[src/rtl/bus_cycle_unit.sv]
// rtl/bus_cycle_unit.sv - multiplexed-bus T-state sequencer with wait states, hold and back-to-back cycles
module bus_cycle_unit #(
    parameter int AW       = 16,
    parameter int DW       = 8,
    parameter int MAX_WAIT = 15
) (
    input  logic               phi1,
    input  logic               resetn_in,
    input  logic               req,
    input  logic               req_we,
    input  logic               req_io,
    input  logic               req_opf,
    input  logic [AW-1:0]      req_addr,
    input  logic [DW-1:0]      req_wdata,
    output logic               busy,
    output logic               done,
    output logic [DW-1:0]      rdata,
    output logic               timeout,
    input  logic               ready,
    input  logic               hold,
    output logic               hlda,
    output logic [AW-DW-1:0]   haddress,
    output logic [DW-1:0]      ad_out,
    input  logic [DW-1:0]      ad_in,
    output logic               ad_oe,
    output logic               ctrl_oe,
    output logic               ALE,
    output logic               RDn,
    output logic               WRn,
    output logic               IOMn,
    output logic               S0,
    output logic               S1
);

    localparam int             WCW        = $clog2(MAX_WAIT + 1);
    localparam logic [WCW-1:0] WAIT_LIMIT = WCW'(MAX_WAIT);
    localparam logic [WCW-1:0] WAIT_ONE   = WCW'(1);

    typedef enum logic [2:0] {
        ST_IDLE,
        ST_T1,
        ST_T2,
        ST_TW,
        ST_T3,
        ST_HOLD
    } state_t;

    state_t         state, state_nx;
    logic [WCW-1:0] wait_cnt, wait_cnt_nx;
    logic           accept;
    logic           wait_expired;

    // Only direction and write data are needed past T1; address and
    // status are captured straight into their output registers at T1.
    logic           lat_we;
    logic [DW-1:0]  lat_wdata;

    logic           strobe_nx;
    logic           busy_nx;
    logic           rdn_nx;
    logic           wrn_nx;
    logic           ad_oe_nx;
    logic [DW-1:0]  ad_out_nx;
    logic [AW-DW-1:0] haddress_nx;
    logic           iomn_nx;
    logic [1:0]     status_nx;

    // Next-state logic: hold wins over a new request at every boundary
    always_comb begin
        state_nx     = state;
        wait_cnt_nx  = wait_cnt;
        accept       = 1'b0;
        wait_expired = 1'b0;
        unique case (state)
            ST_IDLE: begin
                if (hold) begin
                    state_nx = ST_HOLD;
                end else if (req) begin
                    state_nx = ST_T1;
                    accept   = 1'b1;
                end
            end
            ST_T1: state_nx = ST_T2;
            ST_T2: begin
                if (ready) begin
                    state_nx = ST_T3;
                end else begin
                    state_nx    = ST_TW;
                    wait_cnt_nx = WAIT_ONE;
                end
            end
            ST_TW: begin
                if (ready) begin
                    state_nx = ST_T3;
                end else if (wait_cnt == WAIT_LIMIT) begin
                    state_nx     = ST_T3;
                    wait_expired = 1'b1;
                end else begin
                    wait_cnt_nx = wait_cnt + WAIT_ONE;
                end
            end
            ST_T3: begin
                if (hold) begin
                    state_nx = ST_HOLD;
                end else if (req) begin
                    state_nx = ST_T1;
                    accept   = 1'b1;
                end else begin
                    state_nx = ST_IDLE;
                end
            end
            ST_HOLD: begin
                if (!hold) state_nx = ST_IDLE;
            end
            default: state_nx = ST_IDLE;
        endcase
    end

    // Next values of the registered pad outputs, derived from the state being entered
    always_comb begin
        strobe_nx   = (state_nx == ST_T2) || (state_nx == ST_TW) || (state_nx == ST_T3);
        busy_nx     = (state_nx == ST_T1) || strobe_nx;
        rdn_nx      = !(strobe_nx && !lat_we);
        wrn_nx      = !(strobe_nx && lat_we);
        ad_oe_nx    = 1'b0;
        ad_out_nx   = ad_out;
        haddress_nx = haddress;
        iomn_nx     = IOMn;
        status_nx   = {S1, S0};
        if (state_nx == ST_T1) begin
            ad_oe_nx    = 1'b1;
            ad_out_nx   = req_addr[DW-1:0];
            haddress_nx = req_addr[AW-1:DW];
            iomn_nx     = req_io;
            if (req_we)       status_nx = 2'b01;
            else if (req_opf) status_nx = 2'b11;
            else              status_nx = 2'b10;
        end else if (strobe_nx) begin
            ad_oe_nx = lat_we;
            if (state_nx == ST_T2 && lat_we) ad_out_nx = lat_wdata;
        end
        if (!busy_nx) status_nx = 2'b00;
    end

    // State, wait counter and latched request fields
    always_ff @(posedge phi1 or negedge resetn_in) begin
        if (!resetn_in) begin
            state     <= ST_IDLE;
            wait_cnt  <= '0;
            lat_we    <= 1'b0;
            lat_wdata <= '0;
        end else begin
            state    <= state_nx;
            wait_cnt <= wait_cnt_nx;
            if (accept) begin
                lat_we    <= req_we;
                lat_wdata <= req_wdata;
            end
        end
    end

    // Registered bus outputs and cycle results
    always_ff @(posedge phi1 or negedge resetn_in) begin
        if (!resetn_in) begin
            ALE      <= 1'b0;
            RDn      <= 1'b1;
            WRn      <= 1'b1;
            IOMn     <= 1'b0;
            S1       <= 1'b0;
            S0       <= 1'b0;
            ad_oe    <= 1'b0;
            ctrl_oe  <= 1'b1;
            haddress <= '0;
            ad_out   <= '0;
            busy     <= 1'b0;
            done     <= 1'b0;
            hlda     <= 1'b0;
            timeout  <= 1'b0;
            rdata    <= '0;
        end else begin
            ALE      <= (state_nx == ST_T1);
            RDn      <= rdn_nx;
            WRn      <= wrn_nx;
            IOMn     <= iomn_nx;
            {S1, S0} <= status_nx;
            ad_oe    <= ad_oe_nx;
            ctrl_oe  <= (state_nx != ST_HOLD);
            haddress <= haddress_nx;
            ad_out   <= ad_out_nx;
            busy     <= busy_nx;
            done     <= (state == ST_T3);
            hlda     <= (state_nx == ST_HOLD);
            if (accept)            timeout <= 1'b0;
            else if (wait_expired) timeout <= 1'b1;
            if (state == ST_T3 && !lat_we) rdata <= ad_in;
        end
    end

endmodule

[config.mk]
export PLATFORM = sky130hd
export DESIGN_NAME = bus_cycle_unit
export DESIGN_NICKNAME = d
export VERILOG_FILES = /design/src/rtl/bus_cycle_unit.sv
export SDC_FILE = /design/constraint.sdc
export NUM_CORES = 1
export LEC_CHECK = 0
export ABC_AREA = 1
export CORE_MARGIN = 5
export CORE_UTILIZATION = 44
export DETAILED_ROUTE_END_ITERATION = 8
export MAX_ROUTING_LAYER = met4
export PLACE_DENSITY = 0.86
export SYNTH_ARGS = -nofsm -noshare
export SYNTH_HDL_FRONTEND = slang
export SYNTH_SLANG_ARGS = --single-unit
[constraint.sdc]
create_clock -name phi1 -period 1.7 [get_ports phi1]
set_input_delay 0.51 -clock phi1 [delete_from_list [all_inputs] [get_ports phi1]]
set_output_delay 0.51 -clock phi1 [all_outputs]
set_load 0.02 [all_outputs]
==> images/placed.png <==
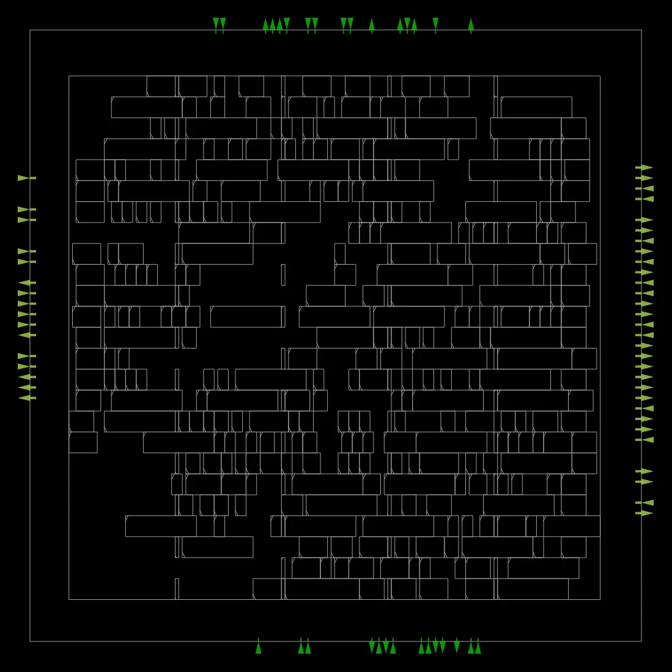
Core Area: 4690 um^2
Seq/total area: 43.6%
# Taps: 54
final cell utilization of the core: 63.8%

==> images/layers.png <==
Bar = 20 um.
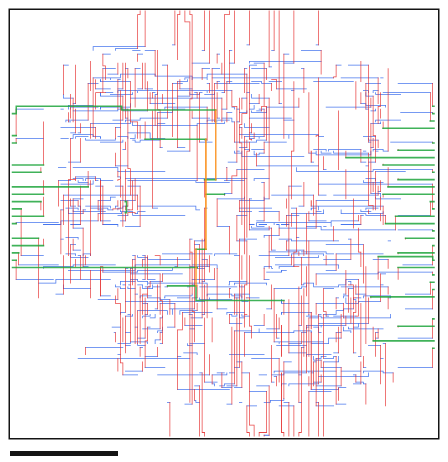
[green] M3 | wire length: 324 um
[blue] M1 | wire length: 2030 um
[orange] M4 | wire length: 40.1 um
[red] M2 | wire length: 2320 um

==> images/ff_map.png <==
Bar = 20 um. Other sequential cells in the stronger grey, the rest of the logic in the fainter grey.
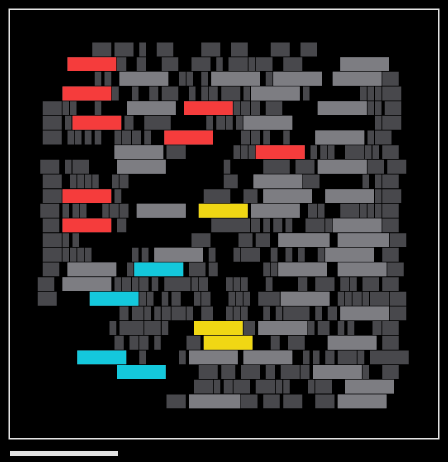
[red] `lat_wdata` | sequential cells: 8
[cyan] `wait_cnt` | sequential cells: 4 | where: bottom left
[yellow] `state` | sequential cells: 3

==> GITHUB_STEP_SUMMARY <==
### Flow metrics

| Metric | Value |
|---|---|
| Slew @ Worst Pin | `0.447 ns` |
| Seq/Total Area, Yosys | `61.6%` |
| Total number of vias | `1835` |
| Comb. pwr | `0.00207 W` |
| Crit path DRT | `1.19 ns` |
| Clock buffer depth | `2` |
| DP Wirelength | `3.53 mm` |
| CTS buffer count | `5` |
| Power Sequential | `0.00206 W` |
| Pwr top | `combinational cells` |
| Post-CTS setup buffer count | `0` |
| Initial drt markers | `49` |
| Avg Cell Area, Syn | `9.02 um^2` |
| Post-synth regs | `52` |
| Switching part of the total | `40.2%` |
| Total Power | `0.00480 W` |
| Critical Path End Type | `output port` |
| Yosys Chip Area | `2120 um^2` |
| Sequential cell area | `1310 um^2` |
| Sequential power share | `43.0%` |
| Distinct lib cells used | `22` |
| Status | `finished clean` |
| Final #Nets | `358` |
| GR Util All Layers | `16.5%` |
| Reg2Reg Depth | `5` |
| Slowest stage cell, crit path | `dfstp_2` |
## logic make-up (layout without fill, tap and decap cells)
kind of cell / after synthesis / in the layout
compound gates: 7 / 7
fa+ha+maj: 1 / 1
buf+inv: 20 / 103
simple gates: 154 / 154
xor+xnor: 1 / 1
flops: 52 / 52
## area by class of cell
class / count / share of cell area [%]
timing repair buffer: 82 / 26.0
multi-input combinational: 163 / 23.8
inverter: 13 / 1.63
tap: 54 / 2.26
clock buffer: 7 / 2.55
sequential: 52 / 43.6
clock inverter: 1 / 0.167
## synth_stat cells
master	n	area [um^2]
nand3b_1	1	7.51
nor2_4	1	11.3
xnor2_1	1	8.76
nand2_2	1	6.26
ha_1	1	12.5
nand2_1	105	394
o211ai_1	1	7.51
nor2_2	1	6.26
buf_4	1	7.51
nor2_1	9	33.8
a21oi_1	1	5.00
inv_2	2	7.51
clkbuf_1	1	3.75
o21ai_0	5	25.0
buf_2	2	10.0
buf_6	3	33.8
inv_1	11	41.3
nand3_1	32	160
nand3_2	2	20.0
dfrtp_1	49	1230
dfstp_2	3	78.8
nand4_1	2	12.5
## layer usage
metal / track usage [%] / up-vias / share of wire [%]
met5: - / - / 0
met4: 3.61 / 0 / 0.85
met3: 4.97 / 7 / 6.8
met2: 28.5 / 52 / 49
met1: 19.0 / 871 / 43
li1: - / 905 / -
## cell usage in the layout, fill, tap and decap left out, types with 3 or more instances in the layout
cell,netlist,layout
dfstp_2,3,3
nand3_1,32,32
nand2_1,105,105
clkdlybuf4s50_1,0,38
nor2_1,9,9
clkbuf_8,0,5
buf_4,1,5
o21ai_0,5,5
dlygate4sd2_1,0,36
dfrtp_1,49,49
inv_1,11,11
## flip-flops by register name, summed over array words and instances (netlist names), 3 cells and up
register / cells
ad_out: 8
haddress: 8
lat_wdata: 8
rdata: 8
state: 3
wait_cnt: 4
No activity file was given, so power comes from the tool's default toggle rates.
